### Wire density map, run 1

The die is cut into 21 by 21 equal tiles; dark purple is low, yellow is high, scaled to the fullest tile. Values are wire area over tile area, all layers added.
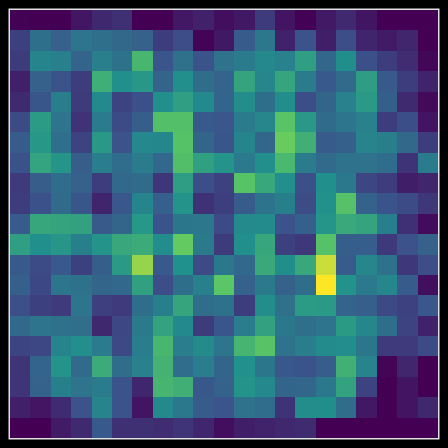
### Clock wiring as the flow saved it, run 1

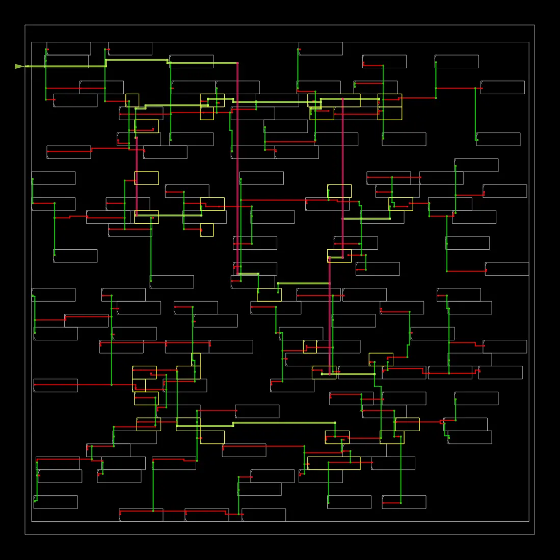
### Metal layers overlaid, run 1

Only two layers are drawn.
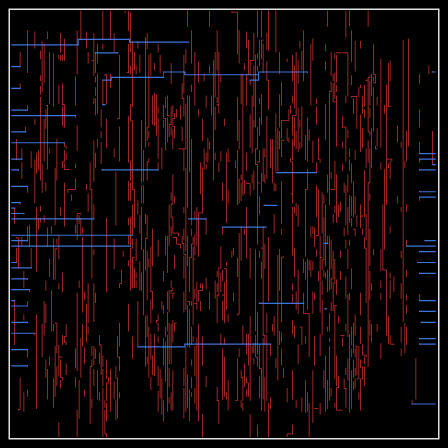
===== src/rtl/bin2bcd_seq.sv =====
// Sequential 32-bit binary to 8-digit packed BCD converter (double-dabble, one bit per clock).
// Optional two's-complement input handling is enabled by defining BIN2BCD_SIGNED_EN.
module bin2bcd_seq #(
  parameter int WIDTH = 32
) (
  input  logic             clk,
  input  logic             reset,
  input  logic             start,
  input  logic [WIDTH-1:0] data,
  output logic             busy,
  output logic             done,
  output logic [31:0]      bcd,
  output logic             overflow,
  output logic             neg
);

  typedef enum logic {IDLE, SHIFT} state_t;

  state_t           state_reg;
  logic [WIDTH-1:0] shift_reg;
  logic [WIDTH-1:0] mag_next;
  logic [39:0]      acc_reg;
  logic [39:0]      acc_adj;
  logic [39:0]      acc_next;
  logic [4:0]       cnt_reg;
  logic             busy_reg;
  logic             done_reg;
  logic [31:0]      bcd_reg;
  logic             overflow_reg;

  // Ten parallel add-3 correctors; the extra two digits expose overflow past 99 999 999.
  generate
    for (genvar gi = 0; gi < 10; gi++) begin : g_adj
      assign acc_adj[gi*4 +: 4] = (acc_reg[gi*4 +: 4] >= 4'd5) ? acc_reg[gi*4 +: 4] + 4'd3
                                                                : acc_reg[gi*4 +: 4];
    end
  endgenerate

  assign acc_next = {acc_adj[38:0], shift_reg[WIDTH-1]};

`ifdef BIN2BCD_SIGNED_EN
  logic sign_next;
  logic sign_reg;
  logic neg_reg;

  assign mag_next  = data[WIDTH-1] ? (~data + WIDTH'(1)) : data;
  assign sign_next = data[WIDTH-1];
  assign neg       = neg_reg;
`else
  assign mag_next  = data;
  assign neg       = 1'b0;
`endif

  always_ff @(posedge clk or negedge reset) begin
    if (!reset) begin
      state_reg    <= IDLE;
      shift_reg    <= '0;
      acc_reg      <= '0;
      cnt_reg      <= '0;
      busy_reg     <= 1'b0;
      done_reg     <= 1'b0;
      bcd_reg      <= '0;
      overflow_reg <= 1'b0;
`ifdef BIN2BCD_SIGNED_EN
      sign_reg     <= 1'b0;
      neg_reg      <= 1'b0;
`endif
    end else begin
      done_reg <= 1'b0;
      case (state_reg)
        IDLE: begin
          if (start) begin
            shift_reg <= mag_next;
            acc_reg   <= '0;
            cnt_reg   <= '0;
            busy_reg  <= 1'b1;
            state_reg <= SHIFT;
`ifdef BIN2BCD_SIGNED_EN
            sign_reg  <= sign_next;
`endif
          end
        end
        SHIFT: begin
          acc_reg   <= acc_next;
          shift_reg <= {shift_reg[WIDTH-2:0], 1'b0};
          cnt_reg   <= cnt_reg + 5'd1;
          // Last shift: publish the post-shift accumulator directly.
          if (cnt_reg == 5'd31) begin
            bcd_reg      <= acc_next[31:0];
            overflow_reg <= |acc_next[39:32];
            done_reg     <= 1'b1;
            busy_reg     <= 1'b0;
            state_reg    <= IDLE;
`ifdef BIN2BCD_SIGNED_EN
            neg_reg      <= sign_reg;
`endif
          end
        end
        default: state_reg <= IDLE;
      endcase
    end
  end

  assign busy     = busy_reg;
  assign done     = done_reg;
  assign bcd      = bcd_reg;
  assign overflow = overflow_reg;

endmodule


===== config.mk =====
export PLATFORM = sky130hd
export DESIGN_NAME = bin2bcd_seq
export DESIGN_NICKNAME = d
export VERILOG_FILES = /design/src/rtl/bin2bcd_seq.sv
export SDC_FILE = /design/constraint.sdc
export NUM_CORES = 1
export LEC_CHECK = 0
export ABC_AREA = 0
export ABC_CLOCK_PERIOD_IN_PS = 4800
export CAP_MARGIN = 20
export CORE_MARGIN = 1
export CORE_UTILIZATION = 50
export CTS_BUF_LIST = sky130_fd_sc_hd__clkbuf_4 sky130_fd_sc_hd__clkbuf_8
export CTS_CLUSTER_SIZE = 20
export DETAILED_ROUTE_END_ITERATION = 10
export GPL_ROUTABILITY_DRIVEN = 0
export PLACE_DENSITY_LB_ADDON = 0.05
export SLEW_MARGIN = 10
export SYNTH_ARGS = -nofsm -noshare
export SYNTH_HDL_FRONTEND = slang
export SYNTH_SLANG_ARGS = --single-unit

===== constraint.sdc =====
create_clock -name clk -period 4.8 [get_ports clk]
set_clock_uncertainty 0.1 [all_clocks]
set_input_delay 0.48 -clock clk [delete_from_list [all_inputs] [get_ports clk]]
set_output_delay 0.48 -clock clk [all_outputs]
set_load 0.05 [all_outputs]

==> results_slide.txt, run 1 <==
Synthesis and Place & Route Summary

Outcome
  – Status: complete, no violations

Worst setup path
  – End point of the critical path: overflow$_DFFE_PN0P_
  – Startpoint types: flop
  – Worst path depth: 8
  – Worst path slowest cell: inv_1

Floorplan
  – Die area: 11400 um2
  – FP Util: 0.524
  – Die Width: roughly 110 um
  – Core footprint: 10500 um2

STA
  – Slew @ Worst Pin: 981 ps
  – Highest clock rate: about 370 MHz
  – Slew Viols, Final: 0
  – Final WS setup: 2130 ps

Global route
  – M2 GR Usage: 0.355
  – Gr ovfl total: 0
  – Largest net degree at the start of global routing: 83
  – First-pass GRT wire length: between 15 and 20 mm

Pwr
  – Comb group: 2130 uW
  – Seq pwr share: 0.356

Finish
  – Comb gates: 386
  – Share of cells above drive strength 1: 0.0767
  – Commonest Layout Cell: nand2_1

Detailed routing
  – Post-route DRC: 0
  – Met2 routed WL: around 5.1 mm

Synth
  – Dominant flop cell: dfrtp_1
  – Cells after Synth: around 550

Job
  – Max_cap viols: 0

CTS
  – Latency at later pin: about 420 ps
Notes on 'Wire density map' above:
fullest tile	0.44
tiles over half the peak	17%
mean over tiles	0.15

Notes on 'Clock wiring as the flow saved it' above:
flip-flops: 113
Clock Buffer Count: 27

Notes on 'Metal layers overlaid' above:
colour	layer	wire length
blue	metal 3	439 um
red	metal 2	5150 um

## run 1: synth_stat cells (5+ instances only)
master	n	area, um2
dfrtp_1	113	2830
ha_1	22	275
nand2b_1	23	144
mux2i_1	59	591
mux2_2	9	101
buf_1	8	30.0
xnor2_1	11	96.3
inv_1	22	82.6
o21ai_0	69	345
nor3b_1	19	143
nand2_1	116	435
clkbuf_1	14	52.6
buf_2	7	35.0
o31ai_1	12	90.1
a21oi_1	29	145
nor2_1	5	18.8
## run 1: logic make-up after synthesis
kind of cell,count (synthesis),share of synthesized area
mux,68,0.126
fa+ha+maj,22,0.0500
flops,113,0.513
xor+xnor,12,0.0191
other cells,1,0.000681
simple gates,167,0.139
buf+inv,53,0.0384
compound gates,116,0.114
### Sequential cells grouped by signal name, run 1

Scale bar: 20 um. Other sequential cells in the stronger grey, the rest of the logic in the fainter grey.
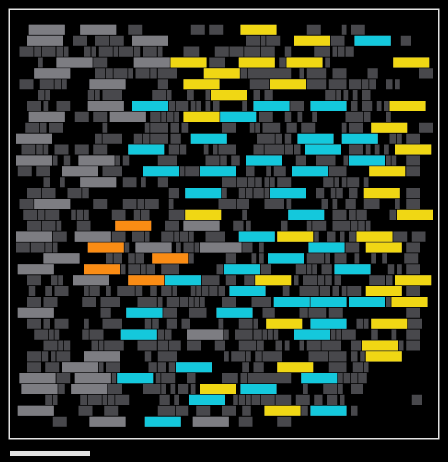

--- run 2 (diff from run 1) ---
Settings changed: ABC_CLOCK_PERIOD_IN_PS 4800 to 2270.
Clock period 4.8 ns to 2.27 ns, I/O delays scaled along.
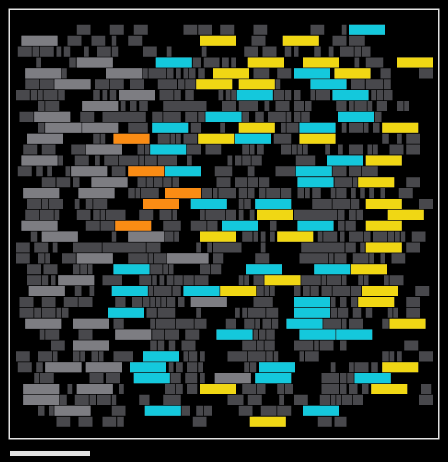
*Sequential cells grouped by signal name, run 2*
Scale bar: 20 um. Other sequential cells in the stronger grey, the rest of the logic in the fainter grey.
colour	signal	sequential cells
cyan	`acc_reg`	40
orange	`cnt_reg`	5
yellow	`bcd`	32
not coloured	36
final core utilization: 0.650
flop share of the area: 0.415

==> run 2 against run 1 <==
Critical path depth fell by 1. Cell area rose by 2.1%. Sequential share of layout area fell by 0.85 points. Wire length rose by 1.6%. Via count rose by 0.97%. Non-clock buffer count rose by 7. Synthesized cell count did not move. Combinational power rose by 120%. Critical path type unchanged. First-iteration DRC count fell by 11%.
==> results_slide.txt, run 2 <==
Synthesis and Place & Route Summary

Outcome
  – Status: complete, no violations

STA
  – Slew @ Worst Pin: 598 ps
  – Final WS setup: around 220 ps
  – Slew Viols, Final: 0
  – Worst Hold Slack: 205 ps
  – Highest clock rate: roughly 490 MHz

Synth
  – Most common cell in the synthesized netlist: nand2_1
  – Simple Share, Synth: 0.139
  – Top comb family, area: simple AND/OR/NAND/NOR gates
  – Adder-cell share of the synthesized area: 0.0500
  – Cells after Synth: between 500 and 600
  – Post-synthesis compound-gate area fraction: 0.114
  – Biggest area cells: dfrtp_1 51%, mux2i_1 11%, nand2_1 7.9%
  – Mapped Area: about 5500 um2
  – Dominant flop cell: dfrtp_1
  – Synth top cells by count: 116 x nand2_1, 113 x dfrtp_1, 69 x o21ai_0, 59 x mux2i_1, 29 x a21oi_1
  – Mux area share: 0.126
  – Xor/xnor share of the synthesized area: 0.0191
  – Cell taking the most area after synthesis: dfrtp_1
  – Top-area cell share: 0.513

Detailed routing
  – Highest routed metal layer: met4
  – Wl on met1: between 4 and 5 mm
  – Post-route DRC: 0
  – Met2 routed WL: roughly 5.3 mm

Finish
  – Commonest Layout Cell: nand2_1
  – # diodes: 0
  – # nets final: 678
  – Share of cells above drive strength 1: 0.0868

CTS
  – Latency at later pin: 420 ps
  – CTS Root Cell: clkbuf_8
  – Clock Tree Buf Depth: 2
  – Number of H-tree levels: 4
  – CTS Buf Count: 17

Floorplan
  – Die area: around 11000 um2
  – Core footprint: ~11000 um2
  – FP Util: 0.524
  – Die Width: around 110 um

Global route
  – First-pass GRT wire length: roughly 19 mm
  – Largest net degree at the start of global routing: approximately 140
  – Gr ovfl total: 0

Worst setup path
  – FF-to-FF path depth: 7
  – Startpoint types: flop
  – Worst path depth: 7
  – Worst path slowest cell: dfrtp_1

Job
  – Max_cap viols: 0
-- run 2: netlist changes by cell type in the layout (fill, tap and decap cells not counted), moves of 2 or more --
cell	previous run	this run
clkbuf_4	4	1
buf_12	0	3
clkinvlp_4	1	3
bufinv_16	2	5
buf_4	5	8
clkinv_4	0	2
clkbuf_8	23	18
-- run 2: power breakdown --
group | switching (uW) | total [uW] | internal [uW]
clock network | 849 | 2200 | 1350
logic | 2730 | 4590 | 1860
registers | 652 | 3540 | 2890
total | 4230 | 10300 | 6100
-- run 2: area by class of cell --
cell class,count,share of cell area
Clock buffer,19,0.0374
Clock inverter,13,0.0306
Inverter,23,0.0126
Multi-Input combinational cell,386,0.362
Sequential cell,113,0.415
Tap cell,136,0.0249
Timing Repair Buffer,80,0.118
Power and IR drop assume default switching activity.
